## config.mk

```make
export PLATFORM = sky130hd
export DESIGN_NAME = uart_tx_core
export DESIGN_NICKNAME = d
export VERILOG_FILES = /design/src/rtl/uart_pkg.sv /design/src/rtl/uart_bit_timer.sv /design/src/rtl/uart_tx_core.sv
export SDC_FILE = /design/constraint.sdc
export NUM_CORES = 1
export LEC_CHECK = 0
export ABC_AREA = 1
export CORE_MARGIN = 2
export CORE_UTILIZATION = 51
export CTS_BUF_LIST = sky130_fd_sc_hd__clkbuf_16
export CTS_CLUSTER_DIAMETER = 100
export DETAILED_ROUTE_END_ITERATION = 7
export GPL_TIMING_DRIVEN = 0
export PLACE_DENSITY = 0.76
export SYNTH_ARGS = -nofsm -noshare
export SYNTH_HDL_FRONTEND = slang
export SYNTH_SLANG_ARGS = --single-unit
```

## constraint.sdc

```tcl
create_clock -name clk_i -period 2.2 [get_ports clk_i]
set_input_delay 0.66 -clock clk_i [delete_from_list [all_inputs] [get_ports clk_i]]
set_output_delay 0.66 -clock clk_i [all_outputs]
set_load 0.02 [all_outputs]
```

## src/rtl/uart_pkg.sv

```systemverilog
// Shared UART types and helpers: FSM state encoding, line levels, default widths, parity.
package uart_pkg;

  typedef enum logic [2:0] {
    IDLE,
    START,
    DATA,
    PARITY,
    STOP
  } tx_state_e;

  localparam logic LINE_IDLE  = 1'b1;
  localparam logic LINE_START = 1'b0;

  localparam int unsigned DIV_W_DEF = 16;

  // Widest word the parity helper accepts; narrower words are zero-extended,
  // which leaves the XOR unchanged.
  localparam int unsigned PAR_MAX_W = 16;

  function automatic logic parity_of(input logic [PAR_MAX_W-1:0] data,
                                     input logic                 odd);
    return (^data) ^ odd;
  endfunction

endpackage

```

## src/rtl/uart_bit_timer.sv

```systemverilog
// Loadable bit-period down-counter: load with div starts a period of exactly div cycles
// (div of 0 is treated as 1); bit_end_o is high on the last cycle of the period.
module uart_bit_timer #(
  parameter int unsigned DIV_W = 16
) (
  input  logic             clk_i,
  input  logic             rst_i,
  input  logic             load_i,
  input  logic [DIV_W-1:0] div_i,
  output logic             bit_end_o
);

  logic [DIV_W-1:0] cnt_q;

  always_ff @(posedge clk_i) begin
    if (rst_i) begin
      cnt_q <= '0;
    end else if (load_i) begin
      cnt_q <= (div_i == '0) ? '0 : div_i - DIV_W'(1);
    end else if (cnt_q != '0) begin
      cnt_q <= cnt_q - DIV_W'(1);
    end
  end

  assign bit_end_o = (cnt_q == '0);

endmodule

```

## src/rtl/uart_tx_core.sv

```systemverilog
// Single-clock UART transmitter: start, DATA_W bits LSB-first, optional parity, 1/2 stop bits.
// Define UART_TX_PARITY_EN to add the parity_en_i/parity_odd_i ports and the PARITY bit.
module uart_tx_core
  import uart_pkg::*;
#(
  parameter int unsigned DATA_W = 8,
  parameter int unsigned DIV_W  = DIV_W_DEF
) (
  input  logic              clk_i,
  input  logic              rst_i,
  input  logic [DIV_W-1:0]  baud_div_i,
  input  logic              stop2_i,
  input  logic [DATA_W-1:0] data_i,
  input  logic              wr_i,
`ifdef UART_TX_PARITY_EN
  input  logic              parity_en_i,
  input  logic              parity_odd_i,
`endif
  output logic              busy_o,
  output logic              done_o,
  output logic              txd_o
);

  localparam int unsigned CNT_W = (DATA_W > 1) ? $clog2(DATA_W) : 1;

  tx_state_e         state_q, state_d;
  logic [DATA_W-1:0] shift_q, shift_d;
  logic [CNT_W-1:0]  bit_cnt_q, bit_cnt_d;
  logic              stop_cnt_q, stop_cnt_d;
  logic              txd_q, txd_d;
  logic              done_q, done_d;

  logic [DIV_W-1:0]  div_q;
  logic              stop2_q;
`ifdef UART_TX_PARITY_EN
  logic              par_en_q;
  logic              par_bit_q;
`endif

  logic              accept;
  logic              bit_end;
  logic              timer_load;
  logic [DIV_W-1:0]  div_in;
  logic [DIV_W-1:0]  timer_div;

  assign accept = wr_i && (state_q == IDLE);
  assign div_in = (baud_div_i == '0) ? DIV_W'(1) : baud_div_i;

  // The accept edge must load the timer with the incoming divisor, since div_q
  // only takes it on that same edge; later bits reload from the latched copy.
  assign timer_load = accept || ((state_q != IDLE) && bit_end);
  assign timer_div  = accept ? div_in : div_q;

  uart_bit_timer #(
    .DIV_W(DIV_W)
  ) u_bit_timer (
    .clk_i    (clk_i),
    .rst_i    (rst_i),
    .load_i   (timer_load),
    .div_i    (timer_div),
    .bit_end_o(bit_end)
  );

  always_ff @(posedge clk_i) begin
    if (rst_i) begin
      div_q     <= '0;
      stop2_q   <= 1'b0;
`ifdef UART_TX_PARITY_EN
      par_en_q  <= 1'b0;
      par_bit_q <= 1'b0;
`endif
    end else if (accept) begin
      div_q     <= div_in;
      stop2_q   <= stop2_i;
`ifdef UART_TX_PARITY_EN
      par_en_q  <= parity_en_i;
      par_bit_q <= parity_of(PAR_MAX_W'(data_i), parity_odd_i);
`endif
    end
  end

  always_ff @(posedge clk_i) begin
    if (rst_i) begin
      state_q    <= IDLE;
      shift_q    <= '0;
      bit_cnt_q  <= '0;
      stop_cnt_q <= 1'b0;
      txd_q      <= LINE_IDLE;
      done_q     <= 1'b0;
    end else begin
      state_q    <= state_d;
      shift_q    <= shift_d;
      bit_cnt_q  <= bit_cnt_d;
      stop_cnt_q <= stop_cnt_d;
      txd_q      <= txd_d;
      done_q     <= done_d;
    end
  end

  // txd is registered, so each branch computes the level of the bit being entered.
  always_comb begin
    state_d    = state_q;
    shift_d    = shift_q;
    bit_cnt_d  = bit_cnt_q;
    stop_cnt_d = stop_cnt_q;
    txd_d      = txd_q;
    done_d     = 1'b0;

    unique case (state_q)
      IDLE: begin
        txd_d = LINE_IDLE;
        if (accept) begin
          state_d    = START;
          txd_d      = LINE_START;
          shift_d    = data_i;
          bit_cnt_d  = '0;
          stop_cnt_d = 1'b0;
        end
      end

      START: begin
        if (bit_end) begin
          state_d = DATA;
          txd_d   = shift_q[0];
        end
      end

      DATA: begin
        if (bit_end) begin
          if (bit_cnt_q == CNT_W'(DATA_W - 1)) begin
`ifdef UART_TX_PARITY_EN
            if (par_en_q) begin
              state_d = PARITY;
              txd_d   = par_bit_q;
            end else begin
              state_d = STOP;
              txd_d   = LINE_IDLE;
            end
`else
            state_d = STOP;
            txd_d   = LINE_IDLE;
`endif
          end else begin
            shift_d   = shift_q >> 1;
            txd_d     = shift_q[1];
            bit_cnt_d = bit_cnt_q + CNT_W'(1);
          end
        end
      end

`ifdef UART_TX_PARITY_EN
      PARITY: begin
        if (bit_end) begin
          state_d = STOP;
          txd_d   = LINE_IDLE;
        end
      end
`endif

      STOP: begin
        txd_d = LINE_IDLE;
        if (bit_end) begin
          if (stop2_q && !stop_cnt_q) begin
            stop_cnt_d = 1'b1;
          end else begin
            state_d = IDLE;
            done_d  = 1'b1;
          end
        end
      end

      default: begin
        state_d = IDLE;
        txd_d   = LINE_IDLE;
      end
    endcase
  end

  assign busy_o = (state_q != IDLE);
  assign done_o = done_q;
  assign txd_o  = txd_q;

endmodule

```

Figure 1. PDN straps and rails (run 1).
Pins as bars on the die edge.
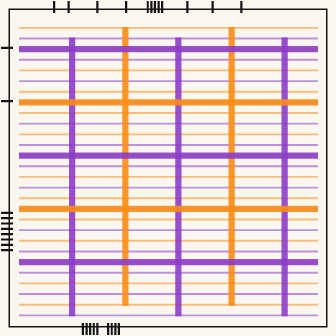
| net | colour |
|---|---|
| VSS | purple |
| VDD | orange |
met5 straps: 5
signal pins: 31
met4 straps: 5
rows: 27

Figure 2. Cell classes on the final placement (run 1).
The bar under the picture is 20 µm long.
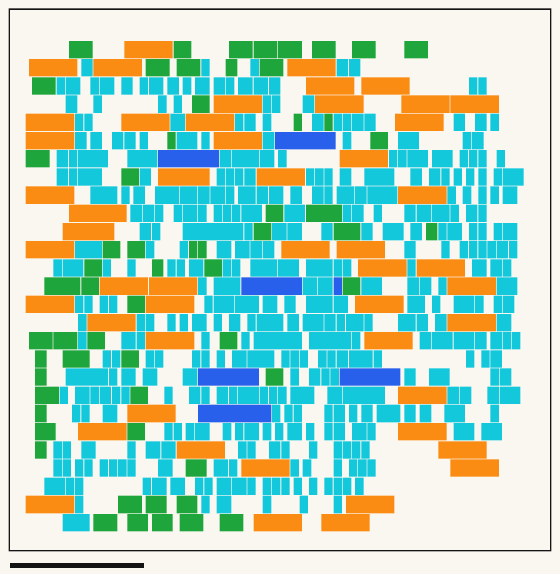
| class | colour | cells | share of their area |
|---|---|---|---|
| sequential cells | orange | 50 | 27% |
| combinational and other logic | cyan | 390 | 55% |
| remaining buffers and delay cells | green | 60 | 13% |
| clock drivers and dummy loads | blue | 7 | 4.3% |

Figure 3. Routed clock nets over the placement (run 1).
The bar under the picture is 20 µm long.
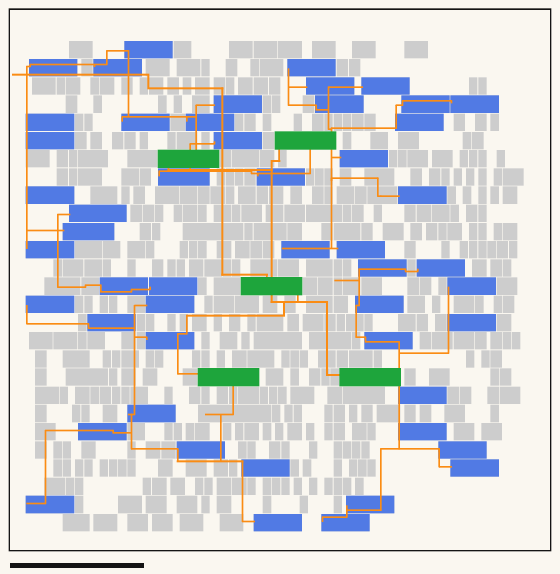
[flip-flops] blue | count: 50
[clock drivers] green | count: 5
[clock wires] orange | length: 633 µm
routed clock nets: 6
flops lie: widely spread

==> run 1: area by class of cell <==
type                            count  area [µm²]
Clock buffer                        5         125
Fill cell                         487        1800
Clock inverter                      2        33.8
Sequential cell                    50        1010
Buffer                             14         100
Multi-Input combinational cell    342        1870
Inverter                           48         185
Timing Repair Buffer               46         392
Tap cell                           72        90.1
==> run 1: synthesized netlist by cell type (7+ instances only) <==
library cell and n:
a21oi_1 25, a31oi_1 8, dfxtp_1 50, inv_1 40
inv_2 8, nand2_1 112, nand2_2 7, nand3_1 24
nand4_1 17, nor2_1 62, nor2_2 7, o21ai_0 31
xor2_1 10
==> run 1: where the power goes <==
part	switching (mW)	internal, mW	total (mW)
sequential	0.158	1.17	1.33
combinational	2.00	1.19	3.18
clock	0.328	0.526	0.854
==> out/qor.txt, run 1 <==
Outcome: finished, final reports clean
IO Count: 31
Setup Viol. Count Final: 0
DR WL met3: 403 µm
Met1 Use GR: 34.6%
Gr busiest metal: met2
Share of cells above drive strength 1: 20.5%
Pre-CTS setup slack: -1.01 ns
Syn. warnings: 0
Hpwl dp: 5.99 mm
Clk latency late pin: 0.29 ns
Synthesized area: 3000 µm²
Number of cell rows: 27
Worst setup margin: 0.0131 ns
DRC viols: 0
Worst path cell trace: nor2_4 > nand3_4 > buf_8 > nor2_4 > nand2_2 > nand2_4 > ha_4 > inv_4 > nor2_4 > nand2_4 > buf_4 > o21ai_0 > nand3_1 > a21oi_1
Worst path most repeated cell: nor2_4
Pleak: 1.74 nW
Biggest regs: div_q: 16 flops, u_bit_timer.cnt_q: 16 flops, shift_q: 8 flops
Max-area cell share: 33.3%
Largest delay share family, worst path: simple AND/OR/NAND/NOR gates
Met3 usage in global routing: 3.93%
Root buf cell: clkbuf_16
Setup repair bufs after CTS: 7
Wirelength per Cell: 14.3 µm
ANT cells: 0
Reg2reg end: u_bit_timer.cnt_q[8]$_SDFFE_PP0P_
Cell count after synthesis: 455
Number of enable flip-flop cells: 0
CTS tree: done
Most frequent logic cell in the layout: nand2_1
CTS buffer count: 5
Die H: 80.7 µm
Power Density: 1410 nW/µm²
Final Wtd Congestion: 0.936
Final core occ: 67.8%
Hold Path Origin: shift_q[7]$_SDFFE_PP0P_
Fin nets: 540
Yosys Chip Area: 3000 µm²
Clk_skew: 0.00621 ns
Via Count: 3148
Vias/cell: 5.44
Mux cell area share: 0%
Port bufs: 30
Post-layout minimum cycle time: 2.19 ns
Area fraction in compound gates: 14.3%
Total power: 5.37 mW
Worst setup SP type: flop
H-tree depth: 2
Setup crit end: u_bit_timer.cnt_q[8]$_SDFFE_PP0P_
Tool warnings: 29
GRT Util Overall: 26.1%
Met2 routed WL: 4.07 mm
WHS Path Cells: 2
Sequential area share after synthesis: 33.3%
Post-synthesis simple-gate area fraction: 37.7%
Start point of the critical path: state_q[0]$_SDFFE_PP0P_
Clock sink total: 50
Seq cells post-synth: 50
Placed Area: 3420 µm²
Final slew viol count: 0
HP Class: flop to flop
Final Hold Viols: 0
Global-route wire length before repair: 13.3 mm
Max layer used: met4
RSZ-0062 raised after global routing: yes
Unique cell types: 36
Hold Path End: shift_q[7]$_SDFFE_PP0P_
Slew @ Worst Pin: 0.597 ns
Levels on crit path: 14
Slowest cell on crit path: dfxtp_4
GR Overflow Total: 0
Dominant comb cell: simple AND/OR/NAND/NOR gates
WL final: 8.27 mm
Clock-pin slew on the worst setup and hold paths: 0.07 ns
Top cells, area: dfxtp_1 (33%), nand2_1 (14%), nor2_1 (7.8%), o21ai_0 (5.2%), inv_1 (5.0%)
Iteration-0 DRC Markers: 235
Initial antenna violation count: 0
Slew Limit Headroom: 60.2%
Hold_ws: 0.461 ns
Synthesized area per cell: 6.60 µm²
Core area: 5610 µm²
Area Overhead vs Synth: 26.8%
Post-CTS Resized: 37
Fin crit share: 99.4%
Arr. time, crit path: 2.41 ns
Top cells excl fill/tap: nand2_1 (104), nor2_1 (57), dfxtp_1 (47), inv_1 (35), o21ai_0 (30)
WP buf/inv: 3
Fp util: 53.5%
Met2 Use GR: 44.2%
R2R Setup Slk: 0.01 ns
Slowest Stage Delay on Critical Path: 0.35 ns
Met1 WL: 3.68 mm
Final Instance Area: 3800 µm²
Largest net degree at the start of global routing: 15
Worst-case clock buffer depth: 2
Final Non-Filler Cells: 579
Yosys cell count: 455
Main flop type: dfxtp_1
Setup CP Type: flop to flop
CP Max Fanout: 5
==> inputs of run 2 (changes only) <==
Settings changed: CORE_UTILIZATION 51 to 53, CTS_BUF_LIST sky130_fd_sc_hd__clkbuf_16 to sky130_fd_sc_hd__clkbuf_8, GPL_TIMING_DRIVEN 0 to 1, PLACE_DENSITY 0.76 to 0.78, SLEW_MARGIN from default to 15.
==> out/qor.txt, run 2 <==
Flip-flops: 50
Sequential area share after synthesis: 33.3%
GR Overflow Total: 0
Cell count after synthesis: 455
Number of enable flip-flop cells: 0
Top cells excl fill/tap: nand2_1 (110), buf_4 (66), nor2_1 (61), dfxtp_1 (49), inv_1 (39)
Sequential Power: 1.33 mW
Worst setup margin: 0.0792 ns
Met2 routed WL: 3.70 mm
Seq/total area: 25.3%
Arr. time, crit path: 2.37 ns
Clock Power Share: 10.8%
Initial antenna violation count: 0
WL final: 7.95 mm
Final Non-Filler Cells: 619
Power Density: 1280 nW/µm²
Signal inverters: 48
Top cells, area: dfxtp_1 (33%), nand2_1 (14%), nor2_1 (7.8%), o21ai_0 (5.2%), inv_1 (5.0%)
Net switching power figure: 2.35 mW
Number of cell rows: 27
Top Consumer: combinational cells
Outcome: finished, final reports clean
Slowest cell on crit path: dlygate4sd2_1
Worst path most repeated cell: nor2_1
Slowest Stage Delay on Critical Path: 0.26 ns
Comb/total area: 44.8%
Largest net degree at the start of global routing: 24
DRC viols: 0
Mux cell area share: 0%
Slew Limit Headroom: 79.0%
Yosys cell count: 455
Fin nets: 579
GRT Util Overall: 27.3%
Gr busiest metal: met2
IO Count: 31
Slew @ Worst Pin: 0.313 ns
Synthesized area: 3000 µm²
Post-layout minimum cycle time: 2.12 ns
Fin crit share: 96.4%
Clock group: 546 µW
Setup Viol. Count Final: 0
Unique cell types: 36
Final core occ: 72.3%
CTS tree: done
Worst setup SP type: primary input
Gate power share: 63.0%
Via Count: 3172
Total power: 5.06 mW
Tool warnings: 28
H-tree depth: 2
Biggest regs: div_q: 16 flops, u_bit_timer.cnt_q: 16 flops, shift_q: 8 flops
Max layer used: met4
Comb power: 3.19 mW
Largest delay share family, worst path: simple AND/OR/NAND/NOR gates
Internal: 2.72 mW
Worst-case clock buffer depth: 2
Post-synthesis simple-gate area fraction: 37.7%
Pleak: 1.90 nW
Port bufs: 30
Synthesized area per cell: 6.60 µm²
Met3 usage in global routing: 2.84%
Final Hold Viols: 0
Met1 Use GR: 35.6%
Seq cells post-synth: 50
Met2 Use GR: 46.4%
Yosys Chip Area: 3000 µm²
Final slew viol count: 0
Core area: 5470 µm²
Comb gates: 342
Area fraction in compound gates: 14.3%
Max-area cell share: 33.3%
Dominant comb cell: simple AND/OR/NAND/NOR gates
Share of cells above drive strength 1: 22.3%
Area Overhead vs Synth: 31.9%
Sw Ratio: 46.3%
HP Class: flop to flop
Die H: 79.3 µm
Wirelength per Cell: 12.8 µm
CP Max Fanout: 3
Hpwl dp: 6.19 mm
Fp util: 54.8%
Most common library cells after synthesis: nand2_1 (112), nor2_1 (62), dfxtp_1 (50)
Met1 WL: 3.74 mm
Clk_skew: 0.00698 ns
Flop pwr share: 26.2%
WP buf/inv: 3
Final Instance Area: 3960 µm²
CLK BUF: 5
## run 2: repair_timing
action                                  4_1_cts  5_1_grt
pin swaps                                    14       14
gates cloned                                  0        0
setup buffers                                 0        1
endpoints found under the setup margin       17       17
resized                                      20       12
## run 2: path summary, 6_finish.rpt
check | start | endpoint | slack (ns) | cells past startpoint
setup / recovery | baud_div_i[15] | u_bit_timer.cnt_q[10]$_SDFFE_PP0P_ | 0.08 | 17
hold / removal | shift_q[7]$_SDFFE_PP0P_ | shift_q[7]$_SDFFE_PP0P_ | 0.47 | 2
setup reg to reg | state_q[0]$_SDFFE_PP0P_ | u_bit_timer.cnt_q[10]$_SDFFE_PP0P_ | 0.14 | 15
hold reg to reg | shift_q[7]$_SDFFE_PP0P_ | shift_q[7]$_SDFFE_PP0P_ | 0.47 | 2
Figure 4. Signal wires by layer (run 2).
Two of the layers only.
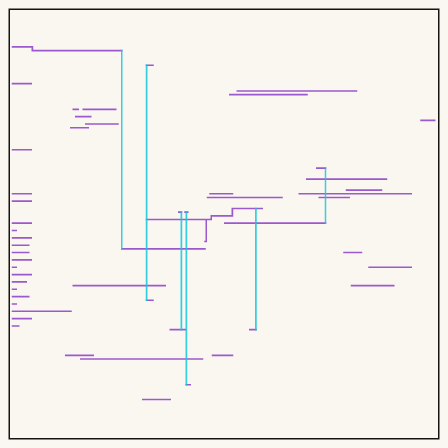
| layer | colour | wire length |
|---|---|---|
| metal 4 | cyan | 167 µm |
| metal 3 | purple | 344 µm |

Power and IR drop assume default switching activity.
